## config.mk

```make
export PLATFORM = sky130hd
export DESIGN_NAME = recfn_to_fp32_flat
export DESIGN_NICKNAME = d
export VERILOG_FILES = /design/src/rtl/recfn_to_fp32_if.sv /design/src/rtl/recfn_to_fp32.sv /design/src/flat_wrapper.sv
export SDC_FILE = /design/constraint.sdc
export NUM_CORES = 1
export LEC_CHECK = 0
export CAP_MARGIN = 15
export CORE_MARGIN = 10
export CORE_UTILIZATION = 42
export DETAILED_ROUTE_END_ITERATION = 10
export PLACE_DENSITY = 0.68
export SLEW_MARGIN = 10
export SYNTH_ARGS = -nofsm -noshare
export SYNTH_HDL_FRONTEND = slang
export SYNTH_SLANG_ARGS = --single-unit
```

## constraint.sdc

```tcl
create_clock -name clk -period 3.05 [get_ports clk]
set_input_delay 0.305 -clock clk [delete_from_list [all_inputs] [get_ports clk]]
set_output_delay 0.305 -clock clk [all_outputs]
set_load 0.01 [all_outputs]
```

## src/rtl/recfn_to_fp32_if.sv

```systemverilog
// recfn_to_fp32_if: handshake bundle between a recoded-operand producer and the binary32 decoder
// Producer side (master) drives the recoded operand, its class flags and out_ready.
// Decoder side (slave) returns in_ready, out_valid, out_fp and out_invalid.
interface recfn_to_fp32_if;
  logic        in_valid;
  logic        in_ready;
  logic        in_sign;
  logic [8:0]  in_exp;
  logic [23:0] in_sig;
  logic        in_isNAN;
  logic        in_isINf;
  logic        in_isZero;
  logic        in_isNormalize;
  logic        in_isUnormalize;
  logic        out_valid;
  logic        out_ready;
  logic [31:0] out_fp;
  logic        out_invalid;
  modport master (
    output in_valid, in_sign, in_exp, in_sig, in_isNAN, in_isINf, in_isZero,
           in_isNormalize, in_isUnormalize, out_ready,
    input  in_ready, out_valid, out_fp, out_invalid
  );
  modport slave (
    input  in_valid, in_sign, in_exp, in_sig, in_isNAN, in_isINf, in_isZero,
           in_isNormalize, in_isUnormalize, out_ready,
    output in_ready, out_valid, out_fp, out_invalid
  );
endinterface

```

## src/rtl/recfn_to_fp32.sv

```systemverilog
// recfn_to_fp32: recoded binary32 to IEEE binary32 decoder with an iterative subnormal shifter
// Ports: clk; rst_n (async, active-low); bus (slave): recoded operand in with valid/ready,
// binary32 result out with valid/ready plus an invalid flag. STEP = bits shifted per SHIFT cycle.
module recfn_to_fp32 #(
  parameter int STEP = 1
) (
  input logic             clk,
  input logic             rst_n,
  recfn_to_fp32_if.slave  bus
);
  typedef enum logic [1:0] {IDLE, SHIFT, HOLD} state_t;
  localparam logic [4:0] STEP5 = 5'(STEP);
  state_t      state_q, state_d;
  logic        sign_q, sign_d, inv_q, inv_d;
  logic [23:0] sig_q, sig_d;
  logic [4:0]  rem_q, rem_d, amt, shift_n;
  logic [31:0] fp_q, fp_d;
  logic [7:0]  exp_m;
  logic        unorm_ok, norm_hi, norm_lo, go_shift;
  logic [32:0] dec;
  assign unorm_ok = bus.in_exp >= 9'h06B && bus.in_exp <= 9'h081;
  assign norm_hi  = bus.in_exp > 9'h17F;
  assign norm_lo  = bus.in_exp < 9'h082;
  // Low 8 bits of (exp - 0x81) and of (0x82 - exp) only need the low operand bits.
  assign exp_m    = bus.in_exp[7:0] - 8'h81;
  assign shift_n  = 5'd2 - bus.in_exp[4:0];
  assign go_shift = !bus.in_isNAN && !bus.in_isINf && !bus.in_isZero && bus.in_isUnormalize && unorm_ok;
  assign amt      = rem_q < STEP5 ? rem_q : STEP5;
  // {invalid, fp} for everything resolved at accept; the Unormalize arm is only used when illegal.
  always_comb
    dec = bus.in_isNAN        ? {1'b0, bus.in_sign, 8'hFF, 1'b1, bus.in_sig[21:0]} :
          bus.in_isINf        ? {1'b0, bus.in_sign, 8'hFF, 23'd0} :
          bus.in_isZero       ? {1'b0, bus.in_sign, 31'd0} :
          bus.in_isUnormalize ? {1'b1, bus.in_sign, 31'd0} :
          bus.in_isNormalize  ? (norm_hi ? {1'b1, bus.in_sign, 8'hFF, 23'd0} :
                                 norm_lo ? {1'b1, bus.in_sign, 31'd0} :
                                           {1'b0, bus.in_sign, exp_m, bus.in_sig[22:0]}) :
                                {1'b1, 32'h7FC00000};
  always_ff @(posedge clk or negedge rst_n)
    if (!rst_n) begin
      state_q <= IDLE;
      sign_q  <= 1'b0;
      inv_q   <= 1'b0;
      sig_q   <= '0;
      rem_q   <= '0;
      fp_q    <= '0;
    end else begin
      state_q <= state_d;
      sign_q  <= sign_d;
      inv_q   <= inv_d;
      sig_q   <= sig_d;
      rem_q   <= rem_d;
      fp_q    <= fp_d;
    end
  always_comb
    state_d = state_q == IDLE  ? (bus.in_valid ? (go_shift ? SHIFT : HOLD) : IDLE) :
              state_q == SHIFT ? (rem_d == 5'd0 ? HOLD : SHIFT) :
                                 (bus.out_ready ? IDLE : HOLD);
  // Result registers only load at the edge entering HOLD, so they stay steady while out_valid is high.
  always_comb begin
    sign_d = sign_q;
    sig_d  = sig_q;
    rem_d  = rem_q;
    fp_d   = fp_q;
    inv_d  = inv_q;
    if (state_q == IDLE && bus.in_valid) begin
      sign_d        = bus.in_sign;
      sig_d         = bus.in_sig;
      rem_d         = shift_n;
      {inv_d, fp_d} = go_shift ? {inv_q, fp_q} : dec;
    end else if (state_q == SHIFT) begin
      sig_d = sig_q >> amt;
      rem_d = rem_q - amt;
      if (rem_d == 5'd0) {inv_d, fp_d} = {1'b0, sign_q, 8'h00, sig_d[22:0]};
    end
  end
  always_comb begin
    bus.in_ready    = state_q == IDLE;
    bus.out_valid   = state_q == HOLD;
    bus.out_fp      = fp_q;
    bus.out_invalid = inv_q;
  end
endmodule

```

## src/flat_wrapper.sv

```systemverilog
// flat-port wrapper written by rule: the top's interface ports become plain ports
module recfn_to_fp32_flat 
#(
  parameter int STEP = 1
)
  (clk, rst_n, bus_in_valid, bus_in_sign, bus_in_exp, bus_in_sig, bus_in_isNAN, bus_in_isINf, bus_in_isZero, bus_in_isNormalize, bus_in_isUnormalize, bus_out_ready, bus_in_ready, bus_out_valid, bus_out_fp, bus_out_invalid);
  recfn_to_fp32_if bus_i ();
  input logic clk;
  input logic rst_n;
  input wire logic [$bits(bus_i.in_valid)-1:0] bus_in_valid;
  input wire logic [$bits(bus_i.in_sign)-1:0] bus_in_sign;
  input wire logic [$bits(bus_i.in_exp)-1:0] bus_in_exp;
  input wire logic [$bits(bus_i.in_sig)-1:0] bus_in_sig;
  input wire logic [$bits(bus_i.in_isNAN)-1:0] bus_in_isNAN;
  input wire logic [$bits(bus_i.in_isINf)-1:0] bus_in_isINf;
  input wire logic [$bits(bus_i.in_isZero)-1:0] bus_in_isZero;
  input wire logic [$bits(bus_i.in_isNormalize)-1:0] bus_in_isNormalize;
  input wire logic [$bits(bus_i.in_isUnormalize)-1:0] bus_in_isUnormalize;
  input wire logic [$bits(bus_i.out_ready)-1:0] bus_out_ready;
  output wire logic [$bits(bus_i.in_ready)-1:0] bus_in_ready;
  output wire logic [$bits(bus_i.out_valid)-1:0] bus_out_valid;
  output wire logic [$bits(bus_i.out_fp)-1:0] bus_out_fp;
  output wire logic [$bits(bus_i.out_invalid)-1:0] bus_out_invalid;
  assign bus_i.in_valid = bus_in_valid;
  assign bus_i.in_sign = bus_in_sign;
  assign bus_i.in_exp = bus_in_exp;
  assign bus_i.in_sig = bus_in_sig;
  assign bus_i.in_isNAN = bus_in_isNAN;
  assign bus_i.in_isINf = bus_in_isINf;
  assign bus_i.in_isZero = bus_in_isZero;
  assign bus_i.in_isNormalize = bus_in_isNormalize;
  assign bus_i.in_isUnormalize = bus_in_isUnormalize;
  assign bus_i.out_ready = bus_out_ready;
  assign bus_in_ready = bus_i.in_ready;
  assign bus_out_valid = bus_i.out_valid;
  assign bus_out_fp = bus_i.out_fp;
  assign bus_out_invalid = bus_i.out_invalid;
  recfn_to_fp32 #(.STEP(STEP)) u_core (.clk(clk), .rst_n(rst_n), .bus(bus_i));
endmodule
```

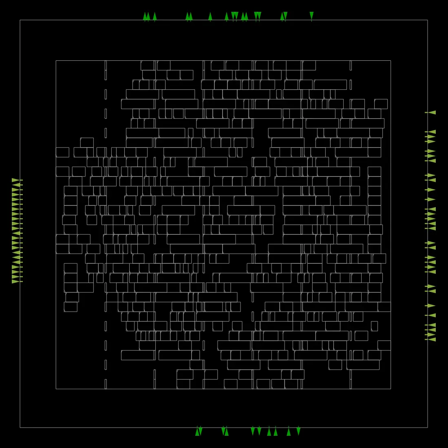
placement.png
number of non-filler instances in the completed layout: 557
registers: 65

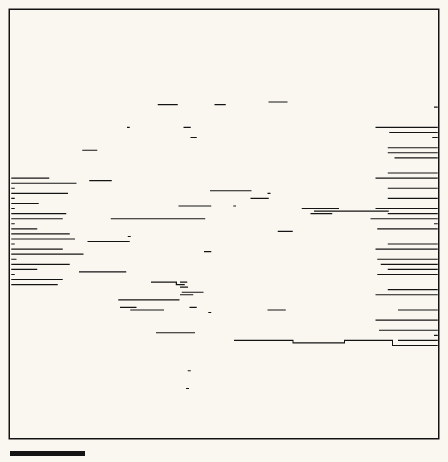
layer_met3.png
The bar under the picture is 20 um long.
The layer carries 825 um of wire. The wires run mostly horizontal. The longest straight run is 25.1 um.

==> run summary <==
Numbers from the implementation run.

Global routing used 16.2% of the available tracks. Among all flip-flop cells after synthesis, the most frequent one is sky130_fd_sc_hd__dfrtp_1. Including well taps, the total number of placed cells is 541.

The H-tree was split into 3 levels. In this run, CTS created clock tree buffers numbering 9. The clock drives 65 sinks. The fraction of power spent switching nets is 32.5%. The overflow left after global routing is 0. The largest net degree at the start of global routing is 48. In the final layout, the share of cells above drive strength 1 is 13.1%. The cell taking the most area after synthesis is sky130_fd_sc_hd__dfrtp_1. The share of total power dissipated in combinational logic is 36.2%. The slack of the critical path is 0.175 ns.

The post-synthesis cell area is 3770 um2. The overall power is 3.23 mW. The commonest cells after synthesis are sky130_fd_sc_hd__dfrtp_1 (65), sky130_fd_sc_hd__o21ai_0 (35), sky130_fd_sc_hd__o211ai_1 (32). The yosys cell count is 375. The critical register-to-register path endpoint is u_core.state_q[0].

In the synthesized netlist, the number of instances is 375. The pre-CTS setup check shows a worst slack of 0.218 ns. The total setup buffers inserted after CTS is 0.

The biggest fanout along the worst timing path is 6. The worst-case headroom to the max-slew limit is 42.1%. The count of cell instances traversed by the critical path is 8.

The peak supply drop is 0.263 mV. Per the synth log, the flip-flop and latch total comes to 65. Setup repair after global routing left no endpoint under its margin.

The worst register-to-register path depth is 8. The final timing summary puts the cycle share of the worst path at 94.3%. The total length of routed wires is 10.4 mm. The script parses the final routing iteration and logs DRC violations as 0. Per the post-synthesis stats, the area per cell is 10.1 um2. The gate-level netlist out of Yosys references 55 unique cell types. The core area is 8720 um2.

Row generation in the floorplan step produced 34 rows. The area fraction of the dominant cell type after synthesis is 43.1%. The worst setup slack for register-to-register paths is 0.17 ns. After detailed placement, the total cell area comes to 4650 um2. The area fraction in full adders, half adders and majority gates is 1.99%. The clock period could shrink to 2.88 ns. The weighted congestion reported at the end of routability-driven placement is 0.878. The via total after detailed routing is 3248. The synthesized netlist has a Yosys-reported chip area of 3770 um2. Nets still carrying antenna violations after routing amount to 0.

The longest incremental delay of any stage on the critical path is reported as 0.50 ns. For the worst reg-to-reg path, the startpoint reported by OpenROAD is u_core.rem_q[4]. The number of antenna diodes in the final layout is 0. The later-pin clock latency in the skew report is 0.34 ns. The number of global-route vias before repair is 3357.

The category of the worst setup path capture point is a flop. The critical path class is reg -> reg. Measured against the total synthesized area, the mux share comes to 13.5%.

The CTS tree is yes. Setup total negative slack on the finished layout was measured at 0 ns. The cell with the most instances after synthesis is sky130_fd_sc_hd__dfrtp_1.

The share of the yosys chip area belonging to registers is 43.1%. For this sky-water flow run, the detailed-routed wirelength per cell is reported as 18.7 um. The net count of the finished layout is 493. The share of total power dissipated in sequential elements is 41.6%. The horizontal die dimension is 115 um.

The detailed-routing iteration count for the pre-antenna-repair pass is 4. The number of enable-type register cells in the synthesized netlist is 0. The floorplan die area is 13200 um2. When the netlist entered floorplanning its net count stood at 424. The power density of the placed cells is 666 nW/um2. The highest clock rate is 348 MHz.

The main area contributors are sky130_fd_sc_hd__dfrtp_1 (43%), sky130_fd_sc_hd__mux2_2 (6.9%), sky130_fd_sc_hd__mux2i_1 (6.6%). The half-perimeter wire length after placement is 7.52 mm. The power report lists cell-internal power as 2.18 mW. The flow ran to the end, and the final reports show no timing, DRC or antenna violations.

The number of DRC markers in iteration 0 is 206. The critical path buffer and inverter count is 1. The clock tree buffer depth is 2. The final timing report lists clock skew as 0.00927 ns.

The first-pass GRT wire length is 17.4 mm. The cell-mix breakdown from Yosys lists the compound-gate area share as 23.6%. The final timing report lists a hold violation count of 0.

The core occupancy in the finished layout is 55.5%.
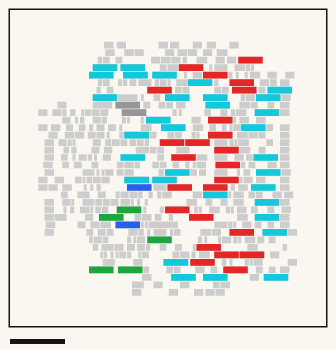
flops_by_reg.png
The bar under the picture is 20 um long. Other sequential cells in the stronger grey, the rest of the logic in the fainter grey.
Key: `u_core.state_q` = blue [placed flops 2]; `u_core.rem_q` = green [placed flops 5]; `u_core.bus.out_fp` = cyan [placed flops 32]; `u_core.sig_q` = red [placed flops 24]

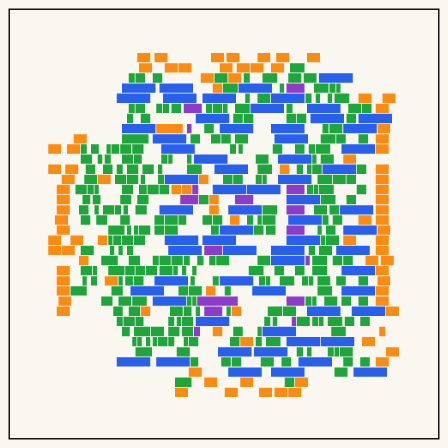
placement_by_type.png
Key: flops = blue [cells 65, share of their area 35%]; combinational and other logic = green [cells 276, share of their area 43%]; other buffers and delay cells = orange [cells 92, share of their area 19%]; clock drivers and dummy loads = purple [cells 16, share of their area 4.0%]

per-layer routing:
layer	wire length [um]	track usage, %	vias up	share of wire (%)
met5	0	0	-	0
met4	199	6.85	0	1.9
met3	824	4.53	18	7.9
met2	4900	25.6	109	47
met1	4490	20.4	1576	43
li1	-	-	1545	-
cell type report:
class                      count  area (um2)
clock buffer                  13         149
clock inverter                 3        40.0
fill                         798        3880
inverter                      10        37.5
multi-input combinational    266        1960
sequential                    65        1630
tap                          108         135
timing repair buffer          92         891
sequential cells by signal, summed over array words and instances, names as in the netlist:
signal                  count
u_core.sign_q               1
u_core.state_q              2
u_core.rem_q                5
u_core.bus.out_invalid      1
u_core.bus.out_fp          32
u_core.sig_q               24
layout by cell type (no fill, tap or decap), types with 3 or more instances in the layout:
cell,count
sky130_fd_sc_hd__nor2_1,13
sky130_fd_sc_hd__clkbuf_8,10
sky130_fd_sc_hd__buf_4,14
sky130_fd_sc_hd__o21bai_1,3
sky130_fd_sc_hd__nand2b_1,3
sky130_fd_sc_hd__inv_1,10
sky130_fd_sc_hd__clkdlybuf4s50_1,76
sky130_fd_sc_hd__o31ai_1,23
sky130_fd_sc_hd__o21ai_0,35
sky130_fd_sc_hd__nand2_1,30
sky130_fd_sc_hd__mux2_2,23
sky130_fd_sc_hd__xor2_1,4
sky130_fd_sc_hd__a21oi_1,4
sky130_fd_sc_hd__clkbuf_1,3
sky130_fd_sc_hd__nor3_1,3
sky130_fd_sc_hd__nor3b_1,3
sky130_fd_sc_hd__ha_1,6
sky130_fd_sc_hd__mux2i_1,25
sky130_fd_sc_hd__dfrtp_1,65
sky130_fd_sc_hd__nor4_1,3
sky130_fd_sc_hd__nand3b_1,3
sky130_fd_sc_hd__a2bb2oi_1,5
sky130_fd_sc_hd__o211ai_1,32
sky130_fd_sc_hd__xnor2_1,4
worst max path at each step:
stage | from | end | slack [ns]
after floorplan | u_core.rem_q[4] | u_core.state_q[0] | 0.60
after global placement | bus_in_exp[2] | u_core.bus.out_fp[22] | 0.32
after detailed placement | bus_in_exp[1] | u_core.state_q[0] | 0.22
after CTS | u_core.rem_q[4] | u_core.state_q[0] | 0.21
after global routing | u_core.rem_q[4] | u_core.state_q[0] | 0.04
final | u_core.rem_q[4] | u_core.state_q[0] | 0.17
power by group through the flow:
stage	clock [mW]	sequential (mW)	combinational (mW)
4_1_cts	0.729	1.34	1.19
6_report	0.716	1.34	1.17
2_1_floorplan	0	1.36	0.607
5_1_grt	0.766	1.39	1.30
3_3_place_gp	0	1.34	1.15
3_5_place_dp	0	1.35	1.18
cell families (layout without fill, tap and decap cells):
kind of cell / after synthesis / in the layout
AND-OR/OR-AND: 126 / 126
multiplexers: 48 / 48
adder cells (fa/ha/maj): 6 / 6
buffers and inverters: 44 / 118
flip-flops: 65 / 65
XOR/XNOR: 8 / 8
AND/OR/NAND/NOR: 78 / 78
repair_timing:
action	in CTS	in global routing
hold buffers	0	0
setup endpoints to repair	0	1
gates resized	0	1
Power figures rest on the tool's default switching activity, not on a simulated workload.
